Figure 1. Cell outlines without signal wires.
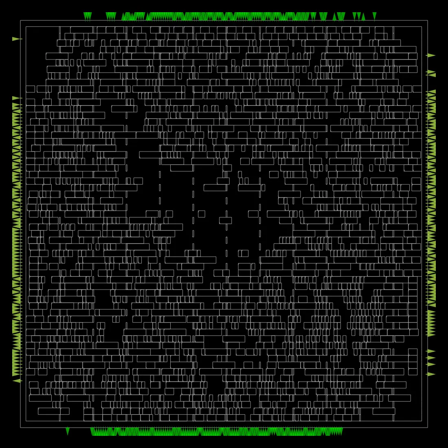
Figure 2. Wiring by layer.
The bar under the picture is 50 µm long.
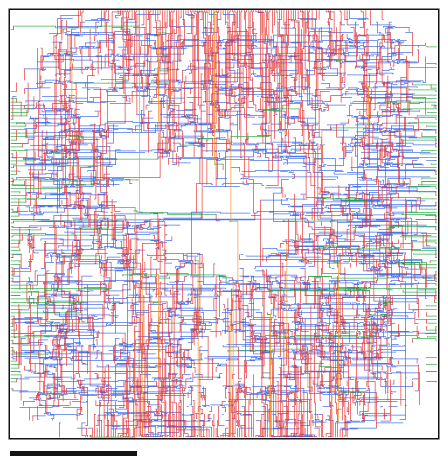
Figure 3. Ports around the boundary.
Pins as bars across the die edge, other pins in gray.
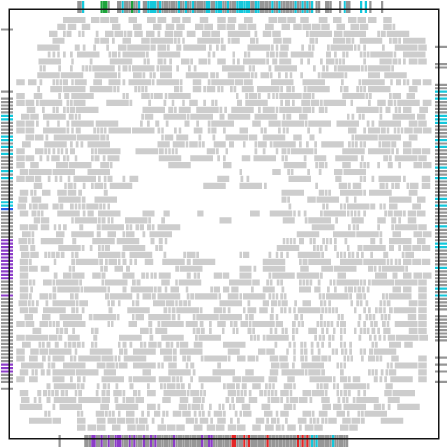
Figure 4. Clock network drawn from the DEF.
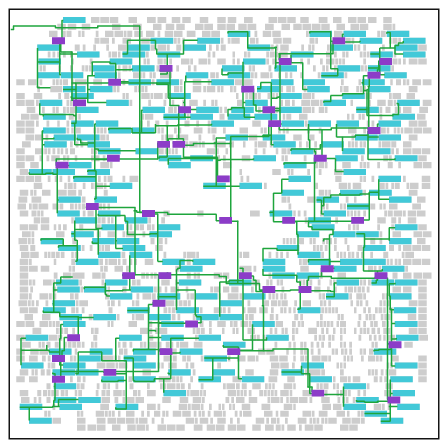
<file path="src/rtl/writeback_stage_if.sv">
// ---------------------------------------------------------------------------
// writeback_stage_if
// Bundles the execute -> writeback handshake and the register-file write and
// retirement outputs of writeback_stage.
//   master : execute side (drives instruction fields, observes outputs)
//   slave  : writeback_stage
// Signal groups:
//   handshake   exValidIn / wbReadyOut / killIn
//   instruction currentRipIn, opcode fields, results, destinations
//   regfile     regWriteEnOut / regWriteAddrOut / regWriteDataOut
//   retirement  retireOut / retiredRipOut / retireCountOut / haltOut
// ---------------------------------------------------------------------------
interface writeback_stage_if;
    logic          exValidIn;
    logic          wbReadyOut;
    logic          killIn;
    logic [0:31]   currentRipIn;
    logic [0:7]    opcodeIn;
    logic [0:31]   opcodeLengthIn;
    logic [0:31]   hasExtendedOpcodeIn;
    logic [0:2]    extendedOpcodeIn;
    logic [0:63]   aluResultIn;
    logic [0:63]   aluResultSpecialIn;
    logic [0:3]    destRegIn;
    logic [0:3]    destRegSpecialIn;
    logic          destRegSpecialValidIn;
    logic          regWriteEnOut;
    logic [0:3]    regWriteAddrOut;
    logic [0:63]   regWriteDataOut;
    logic          retireOut;
    logic [0:31]   retiredRipOut;
    logic [0:31]   retireCountOut;
    logic          haltOut;

    modport master (
        output exValidIn, killIn, currentRipIn, opcodeIn, opcodeLengthIn,
               hasExtendedOpcodeIn, extendedOpcodeIn, aluResultIn,
               aluResultSpecialIn, destRegIn, destRegSpecialIn,
               destRegSpecialValidIn,
        input  wbReadyOut, regWriteEnOut, regWriteAddrOut, regWriteDataOut,
               retireOut, retiredRipOut, retireCountOut, haltOut
    );

    modport slave (
        input  exValidIn, killIn, currentRipIn, opcodeIn, opcodeLengthIn,
               hasExtendedOpcodeIn, extendedOpcodeIn, aluResultIn,
               aluResultSpecialIn, destRegIn, destRegSpecialIn,
               destRegSpecialValidIn,
        output wbReadyOut, regWriteEnOut, regWriteAddrOut, regWriteDataOut,
               retireOut, retiredRipOut, retireCountOut, haltOut
    );
endinterface

</file>
<file path="src/rtl/writeback_stage.sv">
// ---------------------------------------------------------------------------
// writeback_stage
// Final pipeline stage. Accepts one executed instruction per valid/ready
// handshake, writes the primary result to the register file, then the
// special (RDX) result one cycle later when present. Compare-only
// instructions retire without writing. A kill (return) retires and parks the
// core in HALT until reset.
// Ports:
//   clk    core clock, rising edge
//   reset  asynchronous, active-high
//   wb     writeback_stage_if.slave (handshake, instruction, regfile write,
//          retirement status)
// ---------------------------------------------------------------------------
module writeback_stage (
    input  logic              clk,
    input  logic              reset,
    writeback_stage_if.slave  wb
);

    localparam logic [1:0] S_IDLE          = 2'd0;
    localparam logic [1:0] S_WRITE_MAIN    = 2'd1;
    localparam logic [1:0] S_WRITE_SPECIAL = 2'd2;
    localparam logic [1:0] S_HALT          = 2'd3;

    logic [1:0]  r_state;
    logic        r_spec_valid;
    logic [0:3]  r_spec_addr;
    logic [0:63] r_spec_data;
    logic [0:31] r_pend_rip;

    logic        r_wr_en;
    logic [0:3]  r_wr_addr;
    logic [0:63] r_wr_data;
    logic        r_retire;
    logic [0:31] r_retired_rip;
    logic [0:31] r_retire_count;
    logic        r_halt;

    logic        w_ready;
    logic        w_accept;
    logic        w_is_cmp;
    logic        w_retire_set;
    logic [0:31] w_retire_rip;

    // A new instruction can enter while idle, or overlap the final cycle of a
    // main-only write. Held low during reset so nothing is taken mid-reset.
    assign w_ready  = !reset &&
                      ((r_state == S_IDLE) ||
                       ((r_state == S_WRITE_MAIN) && !r_spec_valid));
    assign w_accept = wb.exValidIn && w_ready;

    // Compare-only forms: CMP r/m,r / CMP r,r/m / CMP eAX,imm and
    // group-1 immediate with /7.
    assign w_is_cmp = (wb.opcodeLengthIn == 32'd1) &&
                      ((wb.opcodeIn == 8'h39) || (wb.opcodeIn == 8'h3B) ||
                       (wb.opcodeIn == 8'h3D) ||
                       (((wb.opcodeIn == 8'h81) || (wb.opcodeIn == 8'h83)) &&
                        (wb.hasExtendedOpcodeIn == 32'd1) &&
                        (wb.extendedOpcodeIn == 3'b111)));

    // Retirement happens in the last write cycle of an instruction: either
    // straight after accept (no special write, or a kill) or on the
    // WRITE_MAIN -> WRITE_SPECIAL transition. The two cases are exclusive
    // because no accept is possible while a special write is pending.
    // NOTE: every always_comb output gets a default first so no latch is
    // inferred on paths that do not assign it.
    always_comb begin
        w_retire_set = 1'b0;
        w_retire_rip = r_pend_rip;
        if (w_accept && (wb.killIn || !wb.destRegSpecialValidIn)) begin
            w_retire_set = 1'b1;
            w_retire_rip = wb.currentRipIn;
        end else if ((r_state == S_WRITE_MAIN) && r_spec_valid) begin
            w_retire_set = 1'b1;
        end
    end

    // NOTE: sequential state uses non-blocking assignments only, so every
    // register samples pre-edge values regardless of statement order.
    // NOTE: the pending special-write latch is reset along with the control
    // state, which is what discards a special write interrupted by reset.
    always_ff @(posedge clk or posedge reset) begin
        if (reset) begin
            r_state      <= S_IDLE;
            r_spec_valid <= 1'b0;
            r_spec_addr  <= '0;
            r_spec_data  <= '0;
            r_pend_rip   <= '0;
            r_wr_en      <= 1'b0;
            r_wr_addr    <= '0;
            r_wr_data    <= '0;
            r_halt       <= 1'b0;
        end else if (w_accept) begin
            if (wb.killIn) begin
                r_state <= S_HALT;
                r_wr_en <= 1'b0;
                r_halt  <= 1'b1;
            end else begin
                r_state      <= S_WRITE_MAIN;
                r_wr_en      <= !w_is_cmp;
                r_wr_addr    <= wb.destRegIn;
                r_wr_data    <= wb.aluResultIn;
                r_spec_valid <= wb.destRegSpecialValidIn;
                r_spec_addr  <= wb.destRegSpecialIn;
                r_spec_data  <= wb.aluResultSpecialIn;
                r_pend_rip   <= wb.currentRipIn;
            end
        end else begin
            case (r_state)
                S_WRITE_MAIN: begin
                    if (r_spec_valid) begin
                        // Special write lands after the main write, so it
                        // wins when both target the same register.
                        r_state      <= S_WRITE_SPECIAL;
                        r_wr_en      <= 1'b1;
                        r_wr_addr    <= r_spec_addr;
                        r_wr_data    <= r_spec_data;
                        r_spec_valid <= 1'b0;
                    end else begin
                        r_state <= S_IDLE;
                        r_wr_en <= 1'b0;
                    end
                end
                S_WRITE_SPECIAL: begin
                    r_state <= S_IDLE;
                    r_wr_en <= 1'b0;
                end
                S_HALT: begin
                    r_wr_en <= 1'b0;
                end
                default: begin
                    r_wr_en <= 1'b0;
                end
            endcase
        end
    end

    always_ff @(posedge clk or posedge reset) begin
        if (reset) begin
            r_retire       <= 1'b0;
            r_retired_rip  <= '0;
            r_retire_count <= '0;
        end else begin
            r_retire <= w_retire_set;
            if (w_retire_set) begin
                r_retired_rip  <= w_retire_rip;
                r_retire_count <= r_retire_count + 32'd1;
            end
        end
    end

    assign wb.wbReadyOut      = w_ready;
    assign wb.regWriteEnOut   = r_wr_en;
    assign wb.regWriteAddrOut = r_wr_addr;
    assign wb.regWriteDataOut = r_wr_data;
    assign wb.retireOut       = r_retire;
    assign wb.retiredRipOut   = r_retired_rip;
    assign wb.retireCountOut  = r_retire_count;
    assign wb.haltOut         = r_halt;

endmodule

</file>
<file path="src/flat_wrapper.sv">
// flat-port wrapper written by rule: the top's interface ports become plain ports
module writeback_stage_flat 
  (clk, reset, wb_exValidIn, wb_killIn, wb_currentRipIn, wb_opcodeIn, wb_opcodeLengthIn, wb_hasExtendedOpcodeIn, wb_extendedOpcodeIn, wb_aluResultIn, wb_aluResultSpecialIn, wb_destRegIn, wb_destRegSpecialIn, wb_destRegSpecialValidIn, wb_wbReadyOut, wb_regWriteEnOut, wb_regWriteAddrOut, wb_regWriteDataOut, wb_retireOut, wb_retiredRipOut, wb_retireCountOut, wb_haltOut);
  writeback_stage_if wb_i ();
  input  logic clk;
  input  logic reset;
  input wire logic [$bits(wb_i.exValidIn)-1:0] wb_exValidIn;
  input wire logic [$bits(wb_i.killIn)-1:0] wb_killIn;
  input wire logic [$bits(wb_i.currentRipIn)-1:0] wb_currentRipIn;
  input wire logic [$bits(wb_i.opcodeIn)-1:0] wb_opcodeIn;
  input wire logic [$bits(wb_i.opcodeLengthIn)-1:0] wb_opcodeLengthIn;
  input wire logic [$bits(wb_i.hasExtendedOpcodeIn)-1:0] wb_hasExtendedOpcodeIn;
  input wire logic [$bits(wb_i.extendedOpcodeIn)-1:0] wb_extendedOpcodeIn;
  input wire logic [$bits(wb_i.aluResultIn)-1:0] wb_aluResultIn;
  input wire logic [$bits(wb_i.aluResultSpecialIn)-1:0] wb_aluResultSpecialIn;
  input wire logic [$bits(wb_i.destRegIn)-1:0] wb_destRegIn;
  input wire logic [$bits(wb_i.destRegSpecialIn)-1:0] wb_destRegSpecialIn;
  input wire logic [$bits(wb_i.destRegSpecialValidIn)-1:0] wb_destRegSpecialValidIn;
  output wire logic [$bits(wb_i.wbReadyOut)-1:0] wb_wbReadyOut;
  output wire logic [$bits(wb_i.regWriteEnOut)-1:0] wb_regWriteEnOut;
  output wire logic [$bits(wb_i.regWriteAddrOut)-1:0] wb_regWriteAddrOut;
  output wire logic [$bits(wb_i.regWriteDataOut)-1:0] wb_regWriteDataOut;
  output wire logic [$bits(wb_i.retireOut)-1:0] wb_retireOut;
  output wire logic [$bits(wb_i.retiredRipOut)-1:0] wb_retiredRipOut;
  output wire logic [$bits(wb_i.retireCountOut)-1:0] wb_retireCountOut;
  output wire logic [$bits(wb_i.haltOut)-1:0] wb_haltOut;
  assign wb_i.exValidIn = wb_exValidIn;
  assign wb_i.killIn = wb_killIn;
  assign wb_i.currentRipIn = wb_currentRipIn;
  assign wb_i.opcodeIn = wb_opcodeIn;
  assign wb_i.opcodeLengthIn = wb_opcodeLengthIn;
  assign wb_i.hasExtendedOpcodeIn = wb_hasExtendedOpcodeIn;
  assign wb_i.extendedOpcodeIn = wb_extendedOpcodeIn;
  assign wb_i.aluResultIn = wb_aluResultIn;
  assign wb_i.aluResultSpecialIn = wb_aluResultSpecialIn;
  assign wb_i.destRegIn = wb_destRegIn;
  assign wb_i.destRegSpecialIn = wb_destRegSpecialIn;
  assign wb_i.destRegSpecialValidIn = wb_destRegSpecialValidIn;
  assign wb_wbReadyOut = wb_i.wbReadyOut;
  assign wb_regWriteEnOut = wb_i.regWriteEnOut;
  assign wb_regWriteAddrOut = wb_i.regWriteAddrOut;
  assign wb_regWriteDataOut = wb_i.regWriteDataOut;
  assign wb_retireOut = wb_i.retireOut;
  assign wb_retiredRipOut = wb_i.retiredRipOut;
  assign wb_retireCountOut = wb_i.retireCountOut;
  assign wb_haltOut = wb_i.haltOut;
  writeback_stage u_core (.clk(clk), .reset(reset), .wb(wb_i));
endmodule
</file>
<file path="config.mk">
export PLATFORM = sky130hd
export DESIGN_NAME = writeback_stage_flat
export DESIGN_NICKNAME = d
export VERILOG_FILES = /design/src/rtl/writeback_stage_if.sv /design/src/rtl/writeback_stage.sv /design/src/flat_wrapper.sv
export SDC_FILE = /design/constraint.sdc
export NUM_CORES = 1
export LEC_CHECK = 0
export ABC_AREA = 1
export CORE_MARGIN = 2
export CORE_UTILIZATION = 40
export CTS_BUF_LIST = sky130_fd_sc_hd__clkbuf_8
export CTS_CLUSTER_SIZE = 28
export DETAILED_ROUTE_END_ITERATION = 12
export HOLD_SLACK_MARGIN = 0.03
export PLACE_DENSITY_LB_ADDON = 0.15
export SYNTH_ARGS = -nofsm -noshare
export SYNTH_HDL_FRONTEND = slang
export SYNTH_SLANG_ARGS = --single-unit
</file>
<file path="constraint.sdc">
create_clock -name clk -period 8.5 [get_ports clk]
set_input_delay 0.85 -clock clk [delete_from_list [all_inputs] [get_ports clk]]
set_output_delay 0.85 -clock clk [all_outputs]
set_load 0.005 [all_outputs]
</file>
==> run summary <==
Results of the full flow below.

Global routing:
- The run gives the total overflow reported by the global router as 0.
- The run gives the layer carrying the most global-route usage as met2.
- The run gives the via count of the first global-routing pass as roughly 10,000.
- The run puts the number of antenna violations at the first check in global routing at 4.
- Entering global routing, the biggest net connects ~93 pins.
- The run puts the met2 global-route usage at a little over a third.
- The run puts the global-route met3 utilization at 5.66%.

Clock network:
- The run gives the number of gates resized after cts as 0.
- The run puts the number of H-tree branching levels at 2.
- TritonCTS built the clock tree.
- The run puts the total clock sinks at 238.
- The run gives the post-CTS setup-driven buffer insertion count as 0.
- The run gives the worst-skew pair later-pin latency as around 0.53 ns.

Logic synthesis:
- The run puts the number of register bits inferred by synthesis at 238.
- The run gives the number of enable-type register cells in the synthesized netlist as 0.
- In the synthesized netlist, the dominant kind of combinational cell is simple AND/OR/NAND/NOR gates.
- Per the post-synthesis report, the nets total around 1,600.
- The main area contributors are sky130_fd_sc_hd__dfrtp_1 55%, sky130_fd_sc_hd__nand2_1 20%, sky130_fd_sc_hd__nor2_1 5.6%.
- The run gives the part of the Yosys area used for sequential elements as between 50% and 60%.
- The run puts the synthesized chip area reported by yosys at about 11,000 µm².
- The run puts the area share of fa/ha/maj cells after synthesis at less than 1%.
- By instance count, the leading cell after synthesis is sky130_fd_sc_hd__nand2_1.

Cells and area:
- The run gives the core utilization of the finished layout as 58.4%.
- The run puts the final-stage net count at roughly 2,000.
- The run gives the register area as 5960 µm².
- After layout, the inverter instance count without clock inverters stands at around 80.
- In the final layout, the clock buffer count is roughly 53.
- The run gives the proportion of final cell area spent on non-clock buffers as 25.1%.
- The run gives the combinational share of cell area as roughly 27%.
- The final antenna diode tally reported by the flow is 3.
- The run gives the area of the multi-input gates as 4190 µm².
- The run gives the clock-cell share of area as roughly 5.1%.
- The run gives the share of the final layout cell area in sequential cells as between 30% and 40%.

Drt:
- Using the TritonRoute via totals, the vias-per-cell ratio works out to a little under 5.
- Once iteration 0 of detailed routing completed, the report listed between 600 and 700 DRC markers.
- The run gives the sum of met2 wire segment lengths after detailed routing as ~15,000 µm.
- According to the report, the first pass of detailed routing completed in 4 iterations.
- In the final routing, the length of wire on met1 measures 14,200 µm.
- In this run the top signal layer used is met4.

Setup path:
- The run gives the required time of the critical path as 8.87 ns.
- The run gives the capturing instance or port of the critical path as u_core.r_pend_rip[10]$_DFFE_PP0P_.
- The run gives the peak fanout along the critical path as 72.
- Among all stages on the critical path, the largest delay is contributed by sky130_fd_sc_hd__clkinv_2.
- The run puts the total buffers and inverters traversed by the critical path at 4.
- The worst setup path is of the input port to register kind.

Floorplan:
- The run gives the count of pins on the block boundary as around 380.
- The run gives the tap cell count as between 300 and 400.
- The floorplan step defined a die boundary enclosing about 28,000 µm².
- The run puts the initial cell density of the core at between 40% and 50%.

Pwr:
- The run puts the proportion of total power due to net switching at between 20% and 30%.
- The run puts the total clock network power at 1.01 mW.
- The run gives the power per cell area as about 150 nW/µm².
- Combinational logic burns under 10% of the power.
- The run gives the biggest power consumer among the groups as sequential cells.
- Combinational cells consume a total of between 150 and 200 µW.

Job:
- The run gives the max-cap violation count as 0.

STA:
- The worst-case max-slew headroom was logged as 27.8%.
- The run puts the final critical-path required period at between 4 and 5 ns.
- In the final report, the number of endpoints failing setup comes to 0.
- The run gives the clock tree skew after final layout as approximately 0.011 ns.
- The final layout reports a setup TNS of 0 ns.

Run status:
- The run finished with clean final reports.

Min path:
- The run gives the worst-case hold path end point as u_core.r_spec_addr[0]$_DFFE_PP0P_.
- In the hold timing report, the worst path depth is 2.
Back to the opening pictures, Figure 1:
registers: 238
number of rows in the core area: 60
Filler Cells Inserted: 2,447

Back to the opening pictures, Figure 2:
[met4] orange | wire length: 1,050 µm
[met3] green | wire length: 2,180 µm
[met2] red | wire length: 14,700 µm
[met1] blue | wire length: 14,200 µm
total via count in the routed design: 10,119
WL/cell: 15.2 µm
wire length after detailed routing: 32,100 µm
GRT Util Overall: 22.5%

Back to the opening pictures, Figure 3:
[wb_wbReadyOut] blue | pins: 1 | direction: output | edge: left
[wb_destRegIn] green | pins: 4 | direction: input | edge: top
[wb_opcodeIn] red | pins: 8 | direction: input | edge: bottom
[wb_opcodeLengthIn] purple | pins: 32 | direction: input | edge: 16 bottom, 16 left
[wb_aluResultSpecialIn] cyan | pins: 64 | direction: input | edge: 34 top, 17 right, 10 left, 3 bottom
all pins by edge: 114 bottom, 103 top, 86 left, 81 right
die y size: 169 µm
Horiz. Die Dim: 169 µm
port buffer count: 383

Back to the opening pictures, Figure 4:
[flip-flops] cyan | count: 238
[clock wires] green | length: 3,320 µm
[cells driving clock nets] purple | count: 42
flops lie: spread over the die
routed clock nets: 43

Power and IR drop assume default switching activity.
